[src/rtl/stream_switch_axil_reg_slave.sv]
// AXI-Lite register file slave for one stream-switch address window.
// Holds NUM_REGS 32-bit words and supports read-only status slots. It exposes register values and write strobes.
module stream_switch_axil_reg_slave #(
  parameter int unsigned         NUM_REGS  = 16,
  parameter logic [NUM_REGS-1:0] RO_MASK   = '0,
  parameter logic [31:0]         RESET_VAL = 32'h0
) (
  input  logic                     aclk,
  input  logic                     aresetn,
  input  logic                     s_axil_awvalid,
  input  logic [31:0]              s_axil_awaddr,
  output logic                     s_axil_awready,
  input  logic                     s_axil_wvalid,
  input  logic [31:0]              s_axil_wdata,
  output logic                     s_axil_wready,
  output logic                     s_axil_bvalid,
  output logic [1:0]               s_axil_bresp,
  input  logic                     s_axil_bready,
  input  logic                     s_axil_arvalid,
  input  logic [31:0]              s_axil_araddr,
  output logic                     s_axil_arready,
  output logic                     s_axil_rvalid,
  output logic [31:0]              s_axil_rdata,
  output logic [1:0]               s_axil_rresp,
  input  logic                     s_axil_rready,
  output logic [32*NUM_REGS-1:0]   reg_out,
  input  logic [32*NUM_REGS-1:0]   reg_in,
  output logic [NUM_REGS-1:0]      wr_pulse
);

  localparam int unsigned IDX_W       = $clog2(NUM_REGS);
  localparam logic [31:0] ADDR_LIMIT  = 32'(4 * NUM_REGS);
  localparam logic [1:0]  RESP_OKAY   = 2'b00;
  localparam logic [1:0]  RESP_SLVERR = 2'b10;

  logic [NUM_REGS-1:0][31:0] regs_q, regs_d;
  logic [NUM_REGS-1:0][31:0] reg_in_a, reg_out_a;

  logic        aw_held_q, aw_held_d, w_held_q, w_held_d;
  logic [31:0] awaddr_q, awaddr_d, wdata_q, wdata_d;
  logic        awready_q, awready_d, wready_q, wready_d;
  logic        bvalid_q, bvalid_d;
  logic [1:0]  bresp_q, bresp_d;
  logic        arready_q, arready_d, rvalid_q, rvalid_d;
  logic [31:0] rdata_q, rdata_d;
  logic [1:0]  rresp_q, rresp_d;
  logic [NUM_REGS-1:0] wr_pulse_q, wr_pulse_d;

  logic             aw_hs, w_hs, ar_hs;
  logic [IDX_W-1:0] wr_idx, rd_idx;

  assign reg_in_a = reg_in;

  // Read-only slots mirror their status input directly
  always_comb begin
    reg_out_a = '0;
    for (int i = 0; i < int'(NUM_REGS); i++) begin
      reg_out_a[i] = RO_MASK[i] ? reg_in_a[i] : regs_q[i];
    end
  end

  assign reg_out        = reg_out_a;
  assign wr_pulse       = wr_pulse_q;
  assign s_axil_awready = awready_q;
  assign s_axil_wready  = wready_q;
  assign s_axil_bvalid  = bvalid_q;
  assign s_axil_bresp   = bresp_q;
  assign s_axil_arready = arready_q;
  assign s_axil_rvalid  = rvalid_q;
  assign s_axil_rdata   = rdata_q;
  assign s_axil_rresp   = rresp_q;

  always_comb begin
    regs_d     = regs_q;
    aw_held_d  = aw_held_q;
    awaddr_d   = awaddr_q;
    w_held_d   = w_held_q;
    wdata_d    = wdata_q;
    awready_d  = awready_q;
    wready_d   = wready_q;
    bvalid_d   = bvalid_q;
    bresp_d    = bresp_q;
    arready_d  = arready_q;
    rvalid_d   = rvalid_q;
    rdata_d    = rdata_q;
    rresp_d    = rresp_q;
    wr_pulse_d = '0;

    aw_hs  = s_axil_awvalid & awready_q;
    w_hs   = s_axil_wvalid & wready_q;
    ar_hs  = s_axil_arvalid & arready_q;
    rd_idx = s_axil_araddr[2 +: IDX_W];

    if (aw_hs) begin
      aw_held_d = 1'b1;
      awaddr_d  = s_axil_awaddr;
      awready_d = 1'b0;
    end
    if (w_hs) begin
      w_held_d = 1'b1;
      wdata_d  = s_axil_wdata;
      wready_d = 1'b0;
    end
    wr_idx = awaddr_d[2 +: IDX_W];

    // Commit as soon as both halves are present; readies stay low until B completes
    if (aw_held_d && w_held_d) begin
      aw_held_d = 1'b0;
      w_held_d  = 1'b0;
      bvalid_d  = 1'b1;
      if ((awaddr_d < ADDR_LIMIT) && !RO_MASK[wr_idx]) begin
        regs_d[wr_idx]     = wdata_d;
        wr_pulse_d[wr_idx] = 1'b1;
        bresp_d            = RESP_OKAY;
      end else begin
        bresp_d = RESP_SLVERR;
      end
    end

    if (bvalid_q && s_axil_bready) begin
      bvalid_d  = 1'b0;
      awready_d = 1'b1;
      wready_d  = 1'b1;
    end

    // Reads use regs_q, so a same-edge write commit is not yet visible
    if (ar_hs) begin
      rvalid_d  = 1'b1;
      arready_d = 1'b0;
      if (s_axil_araddr < ADDR_LIMIT) begin
        rdata_d = RO_MASK[rd_idx] ? reg_in_a[rd_idx] : regs_q[rd_idx];
        rresp_d = RESP_OKAY;
      end else begin
        rdata_d = 32'h0;
        rresp_d = RESP_SLVERR;
      end
    end

    if (rvalid_q && s_axil_rready) begin
      rvalid_d  = 1'b0;
      arready_d = 1'b1;
    end
  end

  always_ff @(posedge aclk) begin
    if (!aresetn) begin
      regs_q     <= {NUM_REGS{RESET_VAL}};
      aw_held_q  <= 1'b0;
      awaddr_q   <= 32'h0;
      w_held_q   <= 1'b0;
      wdata_q    <= 32'h0;
      awready_q  <= 1'b1;
      wready_q   <= 1'b1;
      bvalid_q   <= 1'b0;
      bresp_q    <= RESP_OKAY;
      arready_q  <= 1'b1;
      rvalid_q   <= 1'b0;
      rdata_q    <= 32'h0;
      rresp_q    <= RESP_OKAY;
      wr_pulse_q <= '0;
    end else begin
      regs_q     <= regs_d;
      aw_held_q  <= aw_held_d;
      awaddr_q   <= awaddr_d;
      w_held_q   <= w_held_d;
      wdata_q    <= wdata_d;
      awready_q  <= awready_d;
      wready_q   <= wready_d;
      bvalid_q   <= bvalid_d;
      bresp_q    <= bresp_d;
      arready_q  <= arready_d;
      rvalid_q   <= rvalid_d;
      rdata_q    <= rdata_d;
      rresp_q    <= rresp_d;
      wr_pulse_q <= wr_pulse_d;
    end
  end

endmodule

[config.mk]
export PLATFORM = sky130hd
export DESIGN_NAME = stream_switch_axil_reg_slave
export DESIGN_NICKNAME = d
export VERILOG_FILES = /design/src/rtl/stream_switch_axil_reg_slave.sv
export SDC_FILE = /design/constraint.sdc
export NUM_CORES = 1
export LEC_CHECK = 0
export CORE_AREA = 2 2 456 458
export CTS_BUF_LIST = sky130_fd_sc_hd__clkbuf_8
export DETAILED_ROUTE_END_ITERATION = 10
export DIE_AREA = 0 0 458 460
export SLEW_MARGIN = 20
export SYNTH_ARGS = -nofsm -noshare
export SYNTH_HDL_FRONTEND = slang
export SYNTH_SLANG_ARGS = --single-unit
[constraint.sdc]
create_clock -name aclk -period 2.4 [get_ports aclk]
set_input_delay 0.48 -clock aclk [delete_from_list [all_inputs] [get_ports aclk]]
set_output_delay 0.48 -clock aclk [all_outputs]
set_load 0.01 [all_outputs]
==> impl_metrics.ini <==
; synthesis and place-and-route metrics
[status]
status = completed

[flow_run]
warning_count = 542
maxCapViolations = 0

[die]
chip_area_mm2 = 0.211
fp_util = 0.128

[layout]
nets = 3845
final_cell_mix = nand2_1 (621), dfxtp_1 (603), mux2i_1 (545), clkdlybuf4s50_1 (416), dlygate4sd2_1 (217)

[logic_synthesis]
yosysChipArea_mm2 = 0.0264
top_cells_by_area = dfxtp_1 (48%), mux2i_1 (21%), mux4_2 (11%)
yosys.stat.seqShare = 0.479
synth_cells = 2471

[power]
maxPowerGroup = the clock network
p_comb_mw = 1.72
p_sw_frac = 0.258
switchingPower_mw = 6.00
powerSeq_mw = 10.6
p_per_area_mw_per_mm2 = 574

[hold_path]
worstHoldPathType = input port to flip-flop

[clocking]
cts.path.max_buffers = 3
cts_buffers = 113

[routing]
remaining_drc_errors = 0
vias_per_cell = 3.79

[global_routing]
grt_pass1_vias = 23184
## final timing paths
check	start	end	slack (ns)	cells after the start
hold reg to reg	awaddr_q[6]$_SDFF_PN0_	awaddr_q[6]$_SDFF_PN0_	0.47	2
hold / removal	s_axil_awaddr[11]	awaddr_q[11]$_SDFF_PN0_	0.19	3
setup / recovery	s_axil_awready$_SDFFE_PP1N_	reg_out[72]$_SDFFE_PN0P_	0.08	7
setup reg to reg	s_axil_awready$_SDFFE_PP1N_	reg_out[72]$_SDFFE_PN0P_	0.08	7
## state kept, by name, summed over array words and instances, names as in the netlist
register        flops
w_held_q            1
reg_out           512
s_axil_bvalid       1
s_axil_bresp        1
awaddr_q           30
s_axil_arready      1
wr_pulse           16
s_axil_awready      1
s_axil_wready       1
wdata_q            32
s_axil_rdata       32
aw_held_q           1
s_axil_rresp        1
s_axil_rvalid       1
## tightest hold or removal path, cell delays in order
cell	delay [ns]
clkdlybuf4s50_1	0.42
nand2_1	0.06
a21boi_0	0.06
## repair_timing
item / CTS / global route
setup buffers: 0 / 0
hold endpoints to repair: 1 / 0
endpoints found under the setup margin: 235 / 26
hold buffers: 1 / 0
resized: 256 / 17
## cell families after synthesis
logic type	after synthesis	synth area share
AND/OR/NAND/NOR	748	0.119
other	1	0.000142
flip-flops	631	0.479
buffers and inverters	280	0.0455
AND-OR/OR-AND	138	0.0411
multiplexers	673	0.316
## area by class of cell
cell class                      count  area share
Inverter                           34     0.00316
Sequential cell                   631       0.313
Multi-Input combinational cell   1561       0.314
Clock inverter                     57      0.0131
Tap cell                         2704      0.0837
Clock buffer                      136      0.0463
Antenna cell                       16    0.000990
Timing Repair Buffer              889       0.226
## layer usage
layer	GRT usage	share of wire
met2	0.198	0.43
met4	0.0428	0.029
met1	0.167	0.43
met5	0	0.00077
met3	0.0498	0.11
**PDN straps and rails**

Drawn at 1 px/um. Pins as bars on the die edge. Tap cells in gray.
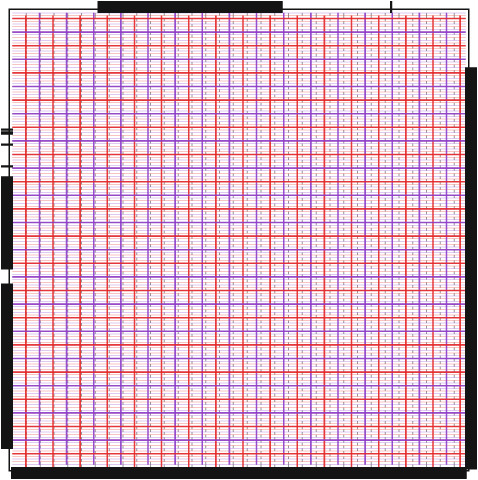
legend:
  VSS:
    color: red
  VDD:
    color: purple
tap cells: 2704
rows: 167
met4 straps: 33
met5 straps: 33
signal pins: 1184
die x size: 458 um
Core Region: 0.206 mm^2
worst vdd ir: 0.449 mV

**Cells colored by class**

Drawn at 1 px/um. Fill, decap, tap and diode cells in gray.
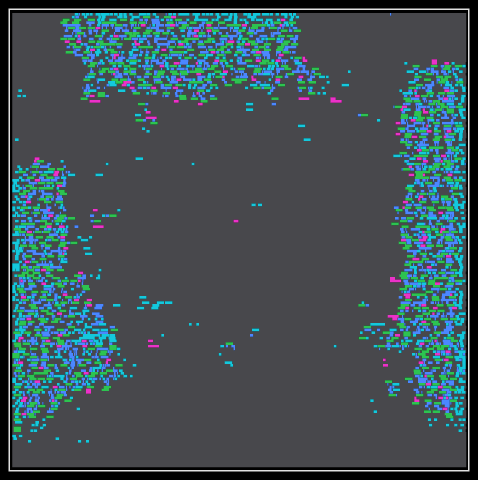
legend:
  clock drivers and dummy loads:
    color: magenta
    cells: 193
  remaining logic cells:
    color: blue
    cells: 1595
  sequential cells:
    color: green
    cells: 631
  remaining buffers and delay cells:
    color: cyan
    cells: 889
# rows: 167
fin util: 0.196
final instance area: 0.0404 mm^2
flop share of the area: 0.313

**Clock network drawn from the DEF**

Drawn at 1 px/um.
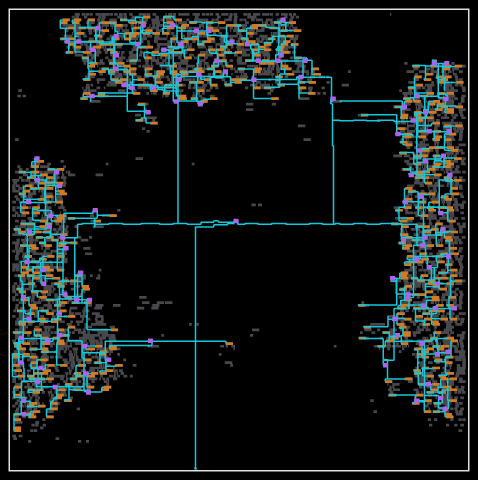
legend:
  flip-flops:
    color: orange
    count: 631
  clock wires:
    color: cyan
    length: 10100 um
  clock-net drivers:
    color: purple
    count: 113
flops lie: widely spread
Clock Power: 10.9 mW
Clk pwr share: 0.470
clk_lat worst skew: 0.89 ns
Fin Clk Skew: 0.0861 ns

**Signal wires by layer**

Drawn at 1 px/um.
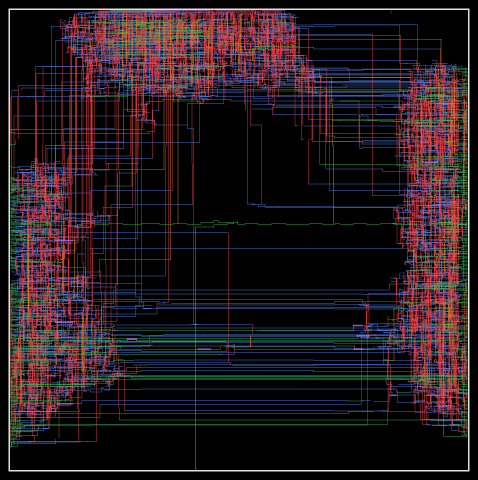
legend:
  M2:
    color: red
    wire_length: 60.8 mm
  M3:
    color: green
    wire_length: 15600 um
  M4:
    color: orange
    wire_length: 4090 um
  M5:
    color: purple
    wire_length: 110 um
  M1:
    color: blue
    wire_length: 60.5 mm
GRT Overall Usage: 0.130
via count: 22829
final WL: 141000 um

Power figures rest on the tool's default switching activity, not on a simulated workload.
